### src/rtl/pb_event_blinker_if.sv
// Event/LED bundle for pb_event_blinker.
//   evt  : single-cycle event strobe, synchronous to the clock of the block
//   clr  : synchronous clear (abort blink, flush backlog, clear ovf)
//   led  : registered LED drive, active high
//   busy : blink in progress or events still queued
//   pend : number of queued events not yet started
//   ovf  : sticky flag, an event was dropped because pend was saturated
// master = event source side, slave = blinker side.
interface pb_event_blinker_if #(
  parameter int PEND_W = 4
);
  logic              evt;
  logic              clr;
  logic              led;
  logic              busy;
  logic [PEND_W-1:0] pend;
  logic              ovf;

  modport master (
    output evt, clr,
    input  led, busy, pend, ovf
  );

  modport slave (
    input  evt, clr,
    output led, busy, pend, ovf
  );
endinterface

### src/rtl/pb_event_blinker.sv
// pb_event_blinker: turns single-cycle events into human-visible LED blinks.
// Each event yields exactly one blink of ON_CYC cycles high followed by
// OFF_CYC cycles low. Events arriving while a blink runs are counted in a
// saturating backlog; a drop at saturation sets the sticky ovf flag.
// Ports:
//   clk   : system clock
//   rst_n : asynchronous active-low reset
//   bus   : slave modport of pb_event_blinker_if (evt, clr in; led, busy,
//           pend, ovf out)
module pb_event_blinker #(
  parameter int ON_CYC  = 4,
  parameter int OFF_CYC = 4,
  parameter int PEND_W  = 4
) (
  input  logic               clk,
  input  logic               rst_n,
  pb_event_blinker_if.slave  bus
);

  localparam int MAX_CYC = (ON_CYC > OFF_CYC) ? ON_CYC : OFF_CYC;
  localparam int TW      = $clog2(MAX_CYC) + 1;

  localparam logic [TW-1:0]     ON_LD    = TW'(ON_CYC - 1);
  localparam logic [TW-1:0]     OFF_LD   = TW'(OFF_CYC - 1);
  localparam logic [PEND_W-1:0] PEND_MAX = {PEND_W{1'b1}};

  typedef enum logic [1:0] {
    IDLE = 2'd0,
    ON   = 2'd1,
    OFF  = 2'd2
  } state_t;

  state_t            state_q, state_d;
  logic [TW-1:0]     timer_q, timer_d;
  logic [PEND_W-1:0] pend_q,  pend_d;
  logic              ovf_q,   ovf_d;
  logic              led_q,   led_d;
  logic              start;

  always_ff @(posedge clk or negedge rst_n) begin
    if (!rst_n) begin
      state_q <= IDLE;
      timer_q <= '0;
      pend_q  <= '0;
      ovf_q   <= 1'b0;
      led_q   <= 1'b0;
    end else begin
      state_q <= state_d;
      timer_q <= timer_d;
      pend_q  <= pend_d;
      ovf_q   <= ovf_d;
      led_q   <= led_d;
    end
  end

  always_comb begin
    state_d = state_q;
    timer_d = timer_q;
    pend_d  = pend_q;
    ovf_d   = ovf_q;
    start   = 1'b0;

    if (bus.clr) begin
      // Clear wins over everything, including an evt in the same cycle.
      state_d = IDLE;
      timer_d = '0;
      pend_d  = '0;
      ovf_d   = 1'b0;
    end else begin
      unique case (state_q)
        IDLE: begin
          // An idle event starts its blink directly and never enters pend.
          if (bus.evt) begin
            state_d = ON;
            timer_d = ON_LD;
          end
        end
        ON: begin
          if (timer_q != '0) begin
            timer_d = timer_q - TW'(1);
          end else begin
            state_d = OFF;
            timer_d = OFF_LD;
          end
        end
        OFF: begin
          if (timer_q != '0) begin
            timer_d = timer_q - TW'(1);
          end else if ((pend_q != '0) || bus.evt) begin
            // Back-to-back blink: no IDLE cycle in between.
            start   = 1'b1;
            state_d = ON;
            timer_d = ON_LD;
          end else begin
            state_d = IDLE;
          end
        end
        default: begin
          state_d = IDLE;
          timer_d = '0;
        end
      endcase

      // Backlog accounting. A start with pend==0 consumes the coincident evt;
      // a start with pend!=0 and evt nets to zero change.
      if (start) begin
        if ((pend_q != '0) && !bus.evt) begin
          pend_d = pend_q - PEND_W'(1);
        end
      end else if (bus.evt && (state_q != IDLE)) begin
        if (pend_q != PEND_MAX) begin
          pend_d = pend_q + PEND_W'(1);
        end else begin
          ovf_d = 1'b1;
        end
      end
    end

    // LED is a flop that mirrors the next state, so it is high exactly in ON.
    led_d = (state_d == ON);
  end

  assign bus.led  = led_q;
  assign bus.pend = pend_q;
  assign bus.ovf  = ovf_q;
  assign bus.busy = (state_q != IDLE) || (pend_q != '0);

endmodule

### src/flat_wrapper.sv
// flat-port wrapper written by rule: the top's interface ports become plain ports
module pb_event_blinker_flat 
#(
  parameter int ON_CYC  = 4,
  parameter int OFF_CYC = 4,
  parameter int PEND_W  = 4
)
  (clk, rst_n, bus_evt, bus_clr, bus_led, bus_busy, bus_pend, bus_ovf);
  pb_event_blinker_if #(.PEND_W(PEND_W)) bus_i ();
  input  logic clk;
  input  logic rst_n;
  input wire logic [$bits(bus_i.evt)-1:0] bus_evt;
  input wire logic [$bits(bus_i.clr)-1:0] bus_clr;
  output wire logic [$bits(bus_i.led)-1:0] bus_led;
  output wire logic [$bits(bus_i.busy)-1:0] bus_busy;
  output wire logic [$bits(bus_i.pend)-1:0] bus_pend;
  output wire logic [$bits(bus_i.ovf)-1:0] bus_ovf;
  assign bus_i.evt = bus_evt;
  assign bus_i.clr = bus_clr;
  assign bus_led = bus_i.led;
  assign bus_busy = bus_i.busy;
  assign bus_pend = bus_i.pend;
  assign bus_ovf = bus_i.ovf;
  pb_event_blinker #(.ON_CYC(ON_CYC), .OFF_CYC(OFF_CYC), .PEND_W(PEND_W)) u_core (.clk(clk), .rst_n(rst_n), .bus(bus_i));
endmodule
### config.mk
export PLATFORM = sky130hd
export DESIGN_NAME = pb_event_blinker_flat
export DESIGN_NICKNAME = d
export VERILOG_FILES = /design/src/rtl/pb_event_blinker_if.sv /design/src/rtl/pb_event_blinker.sv /design/src/flat_wrapper.sv
export SDC_FILE = /design/constraint.sdc
export NUM_CORES = 1
export LEC_CHECK = 0
export ABC_CLOCK_PERIOD_IN_PS = 5460
export CAP_MARGIN = 40
export CELL_PAD_IN_SITES_DETAIL_PLACEMENT = 0
export CELL_PAD_IN_SITES_GLOBAL_PLACEMENT = 1
export CORE_MARGIN = 2
export CORE_UTILIZATION = 33
export CTS_CLUSTER_DIAMETER = 50
export CTS_CLUSTER_SIZE = 24
export DETAILED_ROUTE_END_ITERATION = 6
export PLACE_DENSITY_LB_ADDON = 0.1
export SLEW_MARGIN = 5
export SYNTH_ARGS = -nofsm -noshare
export SYNTH_HDL_FRONTEND = slang
export SYNTH_SLANG_ARGS = --single-unit
### constraint.sdc
create_clock -name clk -period 5.46 [get_ports clk]
set_clock_uncertainty 0.2 [all_clocks]
set_input_delay 1.092 -clock clk [delete_from_list [all_inputs] [get_ports clk]]
set_output_delay 1.092 -clock clk [all_outputs]
set_load 0.01 [all_outputs]
Run 1, routed metal per tile:
Drawn at 6 px/um. The die is cut into 11 by 11 equal tiles; white is low, dark blue is high, scaled to the fullest tile. Values are wire area over tile area, all layers added.
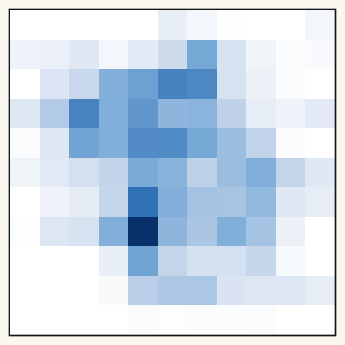
tiles over half the peak: 11%
fullest tile: 0.51
emptiest ninth of the die: south-west

Run 1, clock network drawn from the DEF:
Drawn at 8 px/um.
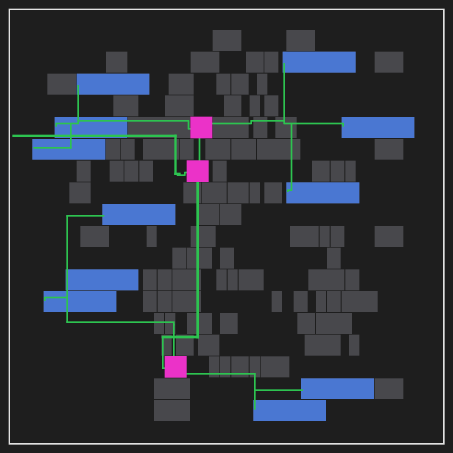
[green] clock wires | length: 192 um
[blue] flip-flops | count: 11
[magenta] cells driving clock nets | count: 3
routed clock nets: 4

==> impl_metrics.env, run 1 <==
# source this file to load flow results
export IMPL_grt_pass1_vias=720
export IMPL_hold_buffers=0
export IMPL_nets=118
export IMPL_power_top_group="combinational cells"
export IMPL_r2r_slack_ns=2.53
export IMPL_path_class="in2reg"
export IMPL_leakagePower_nw=0.431
export IMPL_grt_max_degree=15
export IMPL_wirelength_mm=1.97
export IMPL_cts_tree="built"
export IMPL_tns_ns=0
export IMPL_wire_per_inst_um=14.6
export IMPL_detail_route_antenna_nets=0
export IMPL_clock_tree_root_cell="clkbuf_4"
export IMPL_ys_warn_count=0
export IMPL_ys_sh_simple_pct=25.8
export IMPL_hold_slack_ns=0.325
export IMPL_ys_types=35
export IMPL_hold_viol=0
export IMPL_hold_class="reg2reg"
export IMPL_period_used_pct=64.9
export IMPL_vias_per_cell=5.60
export IMPL_postCtsSetupBuffers=0
export IMPL_clock_latency_ns=0.28
export IMPL_drtIter0Drc=8
export IMPL_end_kind="flip-flop"
export IMPL_syn_area_per_cell_sq_um=9.02
export IMPL_r2r_end="u_core.bus.pend[3]$_DFFE_PN0P_"
export IMPL_start_kind="primary input"
export IMPL_cts_buffer_depth=2
export IMPL_clock_power_mw=0.0593
export IMPL_numSynthFlops=11
export IMPL_flop_cell="dfrtp_1"
export IMPL_drv_cap=0
export IMPL_yosys_area_sq_um=830
export IMPL_clkTransAtPathRegs_ns=0.08
export IMPL_p_switching_mw=0.110
export IMPL_drive_gt1_share_pct=8.57
export IMPL_cts_resized=0
export IMPL_async_reset_ff_share_pct=100
export IMPL_mux_share_pct=1.81
export IMPL_ir_drop_v=0.000191
export IMPL_ys_cells=92
export IMPL_core_area_sq_mm=0.00243
export IMPL_die_area_sq_mm=0.00293
export IMPL_yosys_area_share_aoi_pct=20.5
export IMPL_h_tree_depth=1
export IMPL_initCoreUtil_pct=34.1
export IMPL_finalCriticalPeriod_ns=3.54
export IMPL_vias=756
export IMPL_port_buffers=10
export IMPL_r2r_start="u_core.state_q[0]$_DFF_PN0_"
export IMPL_top_logic_kind="simple AND/OR/NAND/NOR gates"
export IMPL_run_status="completed"
export IMPL_grt_usage_pct=15.5
export IMPL_fp_nets=104
export IMPL_num_rows=18
export IMPL_diodes=0
export IMPL_gp_congestion=0.767
export IMPL_topCellsByArea="dfrtp_1, ha_1, o21ai_0"
export IMPL_synth_seq_share_pct=33.2
export IMPL_min_from="u_core.bus.ovf$_DFFE_PN0P_"
export IMPL_ioPinCount=11
export IMPL_synthXorXnorAreaFrac_pct=2.11
export IMPL_synth_adder_area_share_pct=12.1
export IMPL_edf_count=0
export IMPL_lay_top_cells="dfrtp_1, clkdlybuf4s50_1, inv_1"
export IMPL_worstPathArrival_ns=3.50
export IMPL_grt_pass1_wl_mm=3.21
export IMPL_crit_path_start="bus_evt"
export IMPL_grt_overflow=0
Run 1, gate families picked out:
Drawn at 6 px/um.
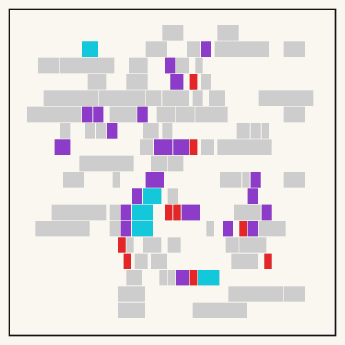
| color | family | cells | most used |
|---|---|---|---|
| red | inverters | 9 | inv_1 |
| cyan | AND-OR and OR-AND gates | 5 | a221o_1 |
| purple | inverting AOI/OAI gates | 21 | o21ai_0 |
combinational share of cell area: 52.2%
Commonest Layout Cell: dfrtp_1

Run 1, wires at chosen ports, followed through buffers:
Drawn at 8 px/um.
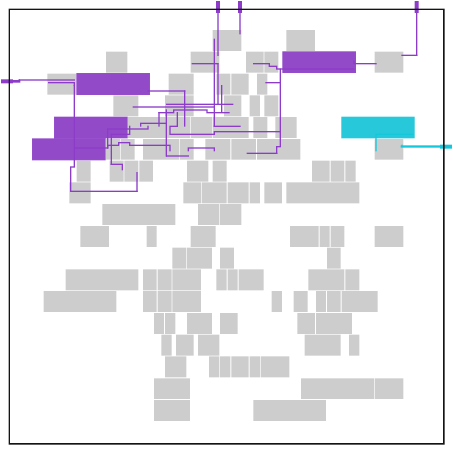
| color | port | bits | direction | end cells | buffers | wire |
|---|---|---|---|---|---|---|
| cyan | bus_led | 1 | output | 1 | 1 | 11.6 um |
| purple | bus_pend | 4 | output | 4 | 4 | 213 um |

[run 1: per-layer routing]
metal / track usage [%] / up-vias / share of wire [%]
met5: 0 / - / 0
met4: 7.08 / 0 / 1.3
met3: 3.61 / 4 / 4.7
met2: 23.1 / 19 / 44
met1: 21.0 / 362 / 50
li1: - / 371 / -
[run 1: stage by stage]
stage / util, % / power (mW) / cells / area, sq um
6_report: 40.7 / 0.291 / 135 / 990
5_1_grt: 40.7 / 0.315 / 135 / 990
4_1_cts: 40.7 / 0.293 / 135 / 990
3_5_place_dp: 39.6 / 0.232 / 131 / 963
3_3_place_gp: 39.6 / 0.233 / 131 / 963
2_1_floorplan: - / 0.190 / 92 / 830
[run 1: logic make-up (layout without fill, tap and decap cells)]
kind of cell,count (synthesis),after routing
AOI/OAI and AO/OA,26,26
DFF,11,11
muxes,1,1
buffers and inverters,10,23
and+or+nand+nor,34,34
xor gates and xnor gates,2,2
adders and majority gates,8,8
[run 1: worst max-delay path, stage by stage]
cell	delay, ns
clkdlybuf4s50_1	0.58
inv_1	0.18
a21oi_2	0.32
ha_1	0.33
o21ai_0	0.14
a21oi_1	0.12
mux2_4	0.26
or4_1	0.49
[run 1: area by class of cell]
class,instances,area (sq um),area share [%]
multi-input cells,71,517,52.2
flip-flops and latches,11,275,27.8
repair buffers,10,100,10.1
well taps,30,37.5,3.79
inverters,9,33.8,3.41
clock buffers,4,26.3,2.65
[run 1: synthesized netlist by cell type (2+ instances only)]
cell	count
a221o_1	2
nor2_1	5
or4_1	2
nand2b_1	3
and3b_1	2
nor4_1	3
ha_1	8
nand3_1	4
a21oi_1	6
nor3_1	6
o21ai_0	8
nand2_1	2
dfrtp_1	11
inv_1	9
Run 1, congestion heat map:
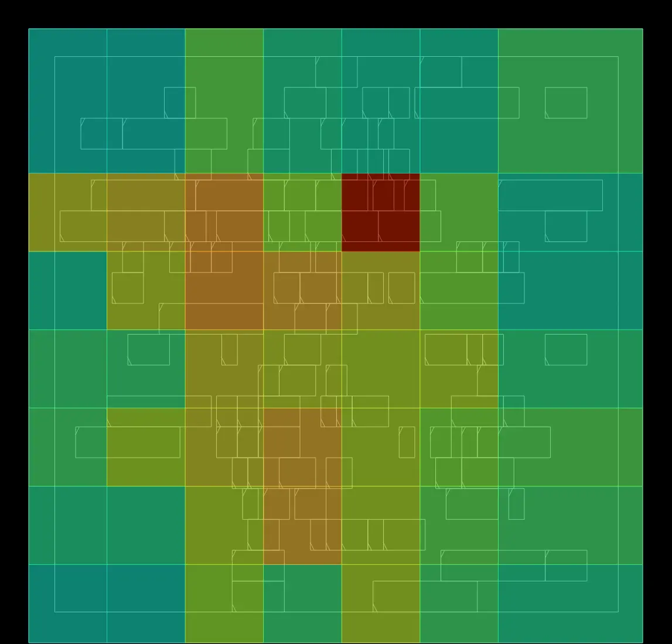

==> run 1 -> run 2 <==
--- a/config.mk
+++ b/config.mk
@@ -5,7 +5,7 @@
 export SDC_FILE = /design/constraint.sdc
 export NUM_CORES = 1
 export LEC_CHECK = 0
-export ABC_CLOCK_PERIOD_IN_PS = 5460
+export ABC_CLOCK_PERIOD_IN_PS = 3700
 export CAP_MARGIN = 40
 export CELL_PAD_IN_SITES_DETAIL_PLACEMENT = 0
 export CELL_PAD_IN_SITES_GLOBAL_PLACEMENT = 1
==> constraint.sdc (replaced) <==
create_clock -name clk -period 3.7 [get_ports clk]
set_clock_uncertainty 0.2 [all_clocks]
set_input_delay 0.74 -clock clk [delete_from_list [all_inputs] [get_ports clk]]
set_output_delay 0.74 -clock clk [all_outputs]
set_load 0.01 [all_outputs]
Run 2, congestion heat map:
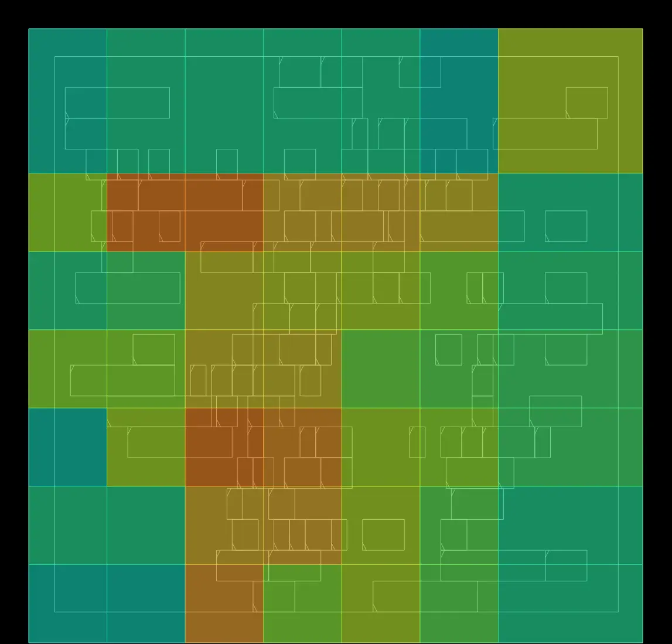
GR Util met1: 24.5%
grt met2 use: 26.5%
Avg WL per Cell: 15.0 um
fin util: 41.3%
GRT Util Overall: 17.3%

==> run 2 against run 1 <==
Against the previous run:
- count of clock-buffer cells in the layout did not move
- highest routed layer unchanged
- clock power rose by 46%
- critical endpoint unchanged
- die area did not move
- register-to-register slack got worse by 1.6 ns
- cell count rose by 1.5%
- first-iteration DRC count rose by 140%
- area after synthesis did not move
==> impl_metrics.env, run 2 <==
# source this file to load flow results
export IMPL_place_area_sq_um=978
export IMPL_topCellsByArea="dfrtp_1, ha_1, o21ai_0"
export IMPL_grt_pass1_wl_mm=3.53
export IMPL_clk_share_pct=2.62
export IMPL_async_reset_ff_share_pct=100
export IMPL_nets=120
export IMPL_ys_types=35
export IMPL_hold_slack_ns=0.331
export IMPL_comb_area_share_pct=51.4
export IMPL_period_used_pct=81.7
export IMPL_r2r_slack_ns=0.95
export IMPL_top_logic_kind="simple AND/OR/NAND/NOR gates"
export IMPL_h_tree_depth=1
export IMPL_dominant_cells="combinational gates"
export IMPL_syn_area_per_cell_sq_um=9.02
export IMPL_grt_overflow=0
export IMPL_clock_latency_ns=0.27
export IMPL_numSynthFlops=11
export IMPL_lay_top_cells="dfrtp_1, clkdlybuf4s50_1, inv_1"
export IMPL_most_common_cell="dfrtp_1"
export IMPL_mux_share_pct=1.81
export IMPL_r2r_end="u_core.bus.pend[3]$_DFFE_PN0P_"
export IMPL_core_area_sq_mm=0.00243
export IMPL_diodes=0
export IMPL_min_from="u_core.bus.ovf$_DFFE_PN0P_"
export IMPL_layout_top_cell="dfrtp_1"
export IMPL_port_buffers=10
export IMPL_wirelength_mm=2.06
export IMPL_cts_buffer_depth=2
export IMPL_tns_ns=0
export IMPL_edf_count=0
export IMPL_run_status="completed"
export IMPL_r2r_start="u_core.bus.pend[1]$_DFFE_PN0P_"
export IMPL_flop_cell="dfrtp_1"
export IMPL_cts_tree="built"
export IMPL_initCoreUtil_pct=34.1
export IMPL_start_kind="primary input"
export IMPL_cts_resized=0
export IMPL_die_area_sq_mm=0.00293
export IMPL_ys_sh_simple_pct=25.8
export IMPL_ys_cells=92
export IMPL_grt_max_degree=15
export IMPL_end_kind="flip-flop"
export IMPL_hold_class="reg2reg"
export IMPL_hold_buffers=0
export IMPL_top_cells_by_count="dfrtp_1, inv_1, ha_1, o21ai_0"
export IMPL_finalCriticalPeriod_ns=3.02
export IMPL_num_nonclk_inverters=9
Run 2, routed metal per tile:
Drawn at 6 px/um. The die is cut into 11 by 11 equal tiles; white is low, dark blue is high, scaled to the fullest tile. Values are wire area over tile area, all layers added.
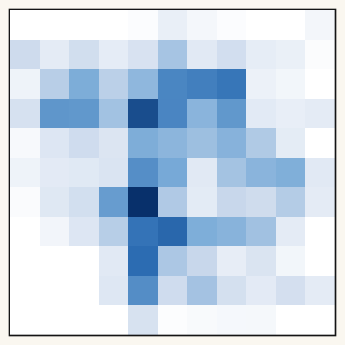
fullest tile: 0.48
tiles over half the peak: 13%
densest ninth of the die: center
mean over tiles: 0.11
nearly empty tiles: 22%
emptiest ninth of the die: south-west

-- run 2: how the worst max path moves through the flow --
| stage | start | endpoint | slack (ns) |
|---|---|---|---|
| final | bus_evt | u_core.bus.pend[3]$_DFFE_PN0P_ | 0.68 |
| after global routing | bus_evt | u_core.bus.pend[3]$_DFFE_PN0P_ | 0.52 |
| after CTS | bus_evt | u_core.bus.pend[3]$_DFFE_PN0P_ | 0.69 |
| after detailed placement | bus_evt | u_core.bus.pend[3]$_DFFE_PN0P_ | 0.41 |
| after global placement | bus_evt | u_core.bus.pend[3]$_DFFE_PN0P_ | 0.44 |
| after floorplan | u_core.bus.pend[1]$_DFFE_PN0P_ | u_core.bus.pend[3]$_DFFE_PN0P_ | 1.01 |
-- run 2: cells by family after synthesis --
| group | Yosys count |
|---|---|
| XOR/XNOR | 2 |
| AND-OR/OR-AND | 26 |
| adder cells (fa/ha/maj) | 8 |
| buffers and inverters | 10 |
| multiplexers | 1 |
| AND/OR/NAND/NOR | 34 |
| flip-flops | 11 |
-- run 2: metal layers --
layer  vias up  wire, um  track usage, %
li1        374         -               -
met1       357      1030            24.5
met3         2        83            3.33
met2        19       930            26.5
met5         -         0               0
met4         0        14            5.00
-- run 2: where the power goes --
group          internal [mW]  total, mW  switching (mW)
clock                 0.0418     0.0867          0.0450
sequential             0.137      0.158          0.0206
combinational         0.0897      0.191           0.101
total                  0.268      0.435           0.167
-- run 2: critical path, stage by stage --
cell,delay (ns)
clkdlybuf4s50_1,0.51
inv_1,0.25
a21oi_2,0.10
ha_1,0.34
a31oi_1,0.10
and3b_1,0.18
mux2_4,0.26
or4_1,0.49
Run 2, clock network drawn from the DEF:
Drawn at 8 px/um.
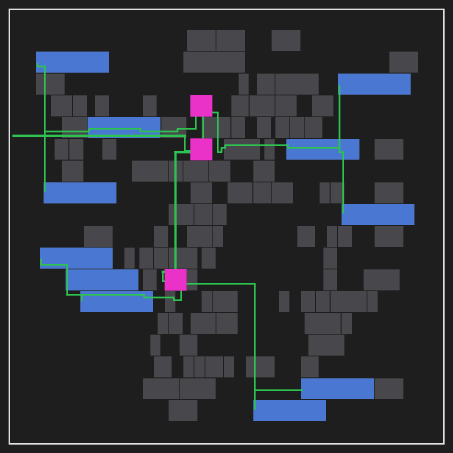

==> run 2 -> run 3 <==
--- a/config.mk
+++ b/config.mk
@@ -5,7 +5,7 @@
 export SDC_FILE = /design/constraint.sdc
 export NUM_CORES = 1
 export LEC_CHECK = 0
-export ABC_CLOCK_PERIOD_IN_PS = 3700
+export ABC_CLOCK_PERIOD_IN_PS = 2600
 export CAP_MARGIN = 40
 export CELL_PAD_IN_SITES_DETAIL_PLACEMENT = 0
 export CELL_PAD_IN_SITES_GLOBAL_PLACEMENT = 1
==> constraint.sdc (replaced) <==
create_clock -name clk -period 2.6 [get_ports clk]
set_clock_uncertainty 0.2 [all_clocks]
set_input_delay 0.52 -clock clk [delete_from_list [all_inputs] [get_ports clk]]
set_output_delay 0.52 -clock clk [all_outputs]
set_load 0.01 [all_outputs]
Run 3, clock network drawn from the DEF:
Drawn at 8 px/um.
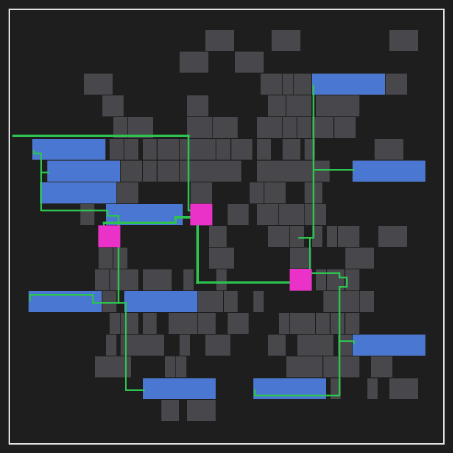
[blue] flip-flops | count: 11
[magenta] cells driving clock nets | count: 3
[green] clock wires | length: 191 um
routed clock nets: 4

Run 3, congestion heat map:
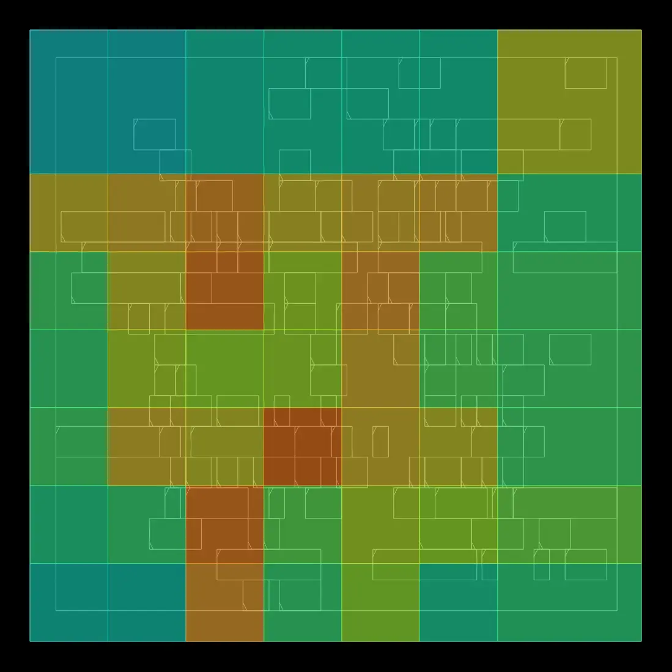
grt met2 use: 24.9%
met3 usage: 5.83%
GR Util met1: 25.1%

==> run 3 against run 2 <==
Against the previous run:
- via count grew 5.2%
- critical path type is now reg2out
- register-to-register slack lost 0.77 ns
- area after synthesis is the same
- wire length grew 3.0%
- critical path depth shrank 4
- first-iteration DRC count is the same
- die area is the same
- global-route usage grew 0.12 points
- non-clock buffer count grew 12
- final area grew 11%
==> impl_metrics.env, run 3 <==
# source this file to load flow results
export IMPL_run_status="completed"
export IMPL_finalCriticalPeriod_ns=2.51
export IMPL_hold_viol=0
export IMPL_crit_path_cell_trace="nor4_4 > buf_4 > nand2_1 > clkdlybuf4s50_1"
export IMPL_syn_area_per_cell_sq_um=9.02
export IMPL_lay_top_cells="buf_4, clkdlybuf4s50_1, inv_1, dfrtp_1, o21ai_0"
export IMPL_vias=791
export IMPL_crit_end="bus_busy"
export IMPL_ys_types=35
export IMPL_hold_class="reg2reg"
export IMPL_grt_pass1_wl_mm=3.58
export IMPL_r2r_start="u_core.bus.pend[2]$_DFFE_PN0P_"
export IMPL_max_stage_delay_ns=0.48
export IMPL_edf_count=0
export IMPL_grt_usage_pct=17.4
export IMPL_period_used_pct=96.6
export IMPL_start_kind="flip-flop"
export IMPL_fin_util_pct=45.9
export IMPL_setup_slack_ns=0.0883
export IMPL_ys_warn_count=0
export IMPL_top_cells_by_count="dfrtp_1, inv_1, ha_1, o21ai_0"
export IMPL_wire_per_inst_um=14.2
export IMPL_most_common_cell="dfrtp_1"
export IMPL_initCoreUtil_pct=34.1
export IMPL_die_area_sq_mm=0.00293
export IMPL_critPathBufInv=2
export IMPL_h_tree_depth=1
export IMPL_fmax_mhz=398
export IMPL_cts_buffer_depth=2
export IMPL_clock_latency_ns=0.28
export IMPL_tns_ns=0
export IMPL_flop_cell="dfrtp_1"
export IMPL_synth_seq_share_pct=33.2
export IMPL_numSynthFlops=11
export IMPL_place_area_sq_mm=0.00107
export IMPL_cts_tree="built"
export IMPL_wirelength_mm=2.12
export IMPL_r2r_end="u_core.bus.pend[3]$_DFFE_PN0P_"
export IMPL_critical_path_slowest_cell="clkdlybuf4s50_1"
export IMPL_cts_resized=0
export IMPL_place_inst=145
export IMPL_critPathMaxFanout=5
export IMPL_drive_gt1_share_pct=24.4
export IMPL_yosys_area_sq_um=830
export IMPL_final_setup_viol_count=0
export IMPL_nets=132
export IMPL_end_kind="primary output"
export IMPL_port_buffers=10
export IMPL_areaGrowthSynthToFinish_pct=34.7
export IMPL_clkTransAtPathRegs_ns=0.08
export IMPL_critical_path_top_delay_family="buffers and inverters"
export IMPL_die_y_um=54.1
export IMPL_grt_overflow=0
export IMPL_diodes=0
export IMPL_r2r_slack_ns=0.18
export IMPL_topCellsByArea="dfrtp_1, ha_1, o21ai_0"
export IMPL_layout_top_cell="buf_4"
export IMPL_core_area_sq_mm=0.00243
export IMPL_syn_instance_count=92
export IMPL_drt_pass1_iterations=4
export IMPL_hold_buffers=0
export IMPL_ys_cells=92
export IMPL_detail_route_antenna_nets=0
export IMPL_gp_congestion=0.820
export IMPL_crit_path_start="u_core.bus.pend[2]$_DFFE_PN0P_"
export IMPL_async_reset_ff_share_pct=100
export IMPL_cp_depth=4
export IMPL_grt_max_degree=12
export IMPL_hold_slack_ns=0.323
export IMPL_hpwl_mm=1.62
export IMPL_drv_cap=0
-- run 3: cell counts after synthesis --
No cell type changed its count.
-- run 3: cell families after synthesis --
kind of cell	Yosys count	share of synthesized area (%)
buffers and inverters	10	4.52
AND/OR/NAND/NOR	34	25.8
AND-OR/OR-AND	26	20.5
flip-flops	11	33.2
XOR/XNOR	2	2.11
multiplexers	1	1.81
adder cells (fa/ha/maj)	8	12.1
-- run 3: area by class of cell --
| type | count | area [sq um] |
|---|---|---|
| clock buffers | 3 | 22.5 |
| flip-flops and latches | 11 | 278 |
| well taps | 30 | 37.5 |
| fillers | 245 | 1320 |
| inverters | 9 | 33.8 |
| clock inverters | 1 | 5.00 |
| repair buffers | 24 | 205 |
| multi-input cells | 71 | 536 |
-- run 3: where the power goes --
part	internal, mW	switching, mW
Sequential	0.196	0.0187
Combinational	0.154	0.159
Clock	0.0571	0.0679
Total	0.407	0.245
-- run 3: how the worst min path moves through the flow --
stage,from,endpoint,cells after the start
floorplan,rst_n,u_core.bus.led$_DFF_PN0_,0
global placement,u_core.bus.ovf$_DFFE_PN0P_,u_core.bus.ovf$_DFFE_PN0P_,2
detailed placement,u_core.bus.ovf$_DFFE_PN0P_,u_core.bus.ovf$_DFFE_PN0P_,2
CTS,u_core.bus.ovf$_DFFE_PN0P_,u_core.bus.ovf$_DFFE_PN0P_,2
global route,u_core.bus.ovf$_DFFE_PN0P_,u_core.bus.ovf$_DFFE_PN0P_,2
finish,u_core.bus.ovf$_DFFE_PN0P_,u_core.bus.ovf$_DFFE_PN0P_,2
-- run 3: routing by layer --
metal / up-vias / GRT usage (%) / wire length [um]
li1: 398 / - / -
met2: 18 / 24.9 / 930
met3: 2 / 5.83 / 108
met1: 373 / 25.1 / 1070
met4: 0 / 3.75 / 8
met5: - / 0 / 0
No activity file was given, so power comes from the tool's default toggle rates.
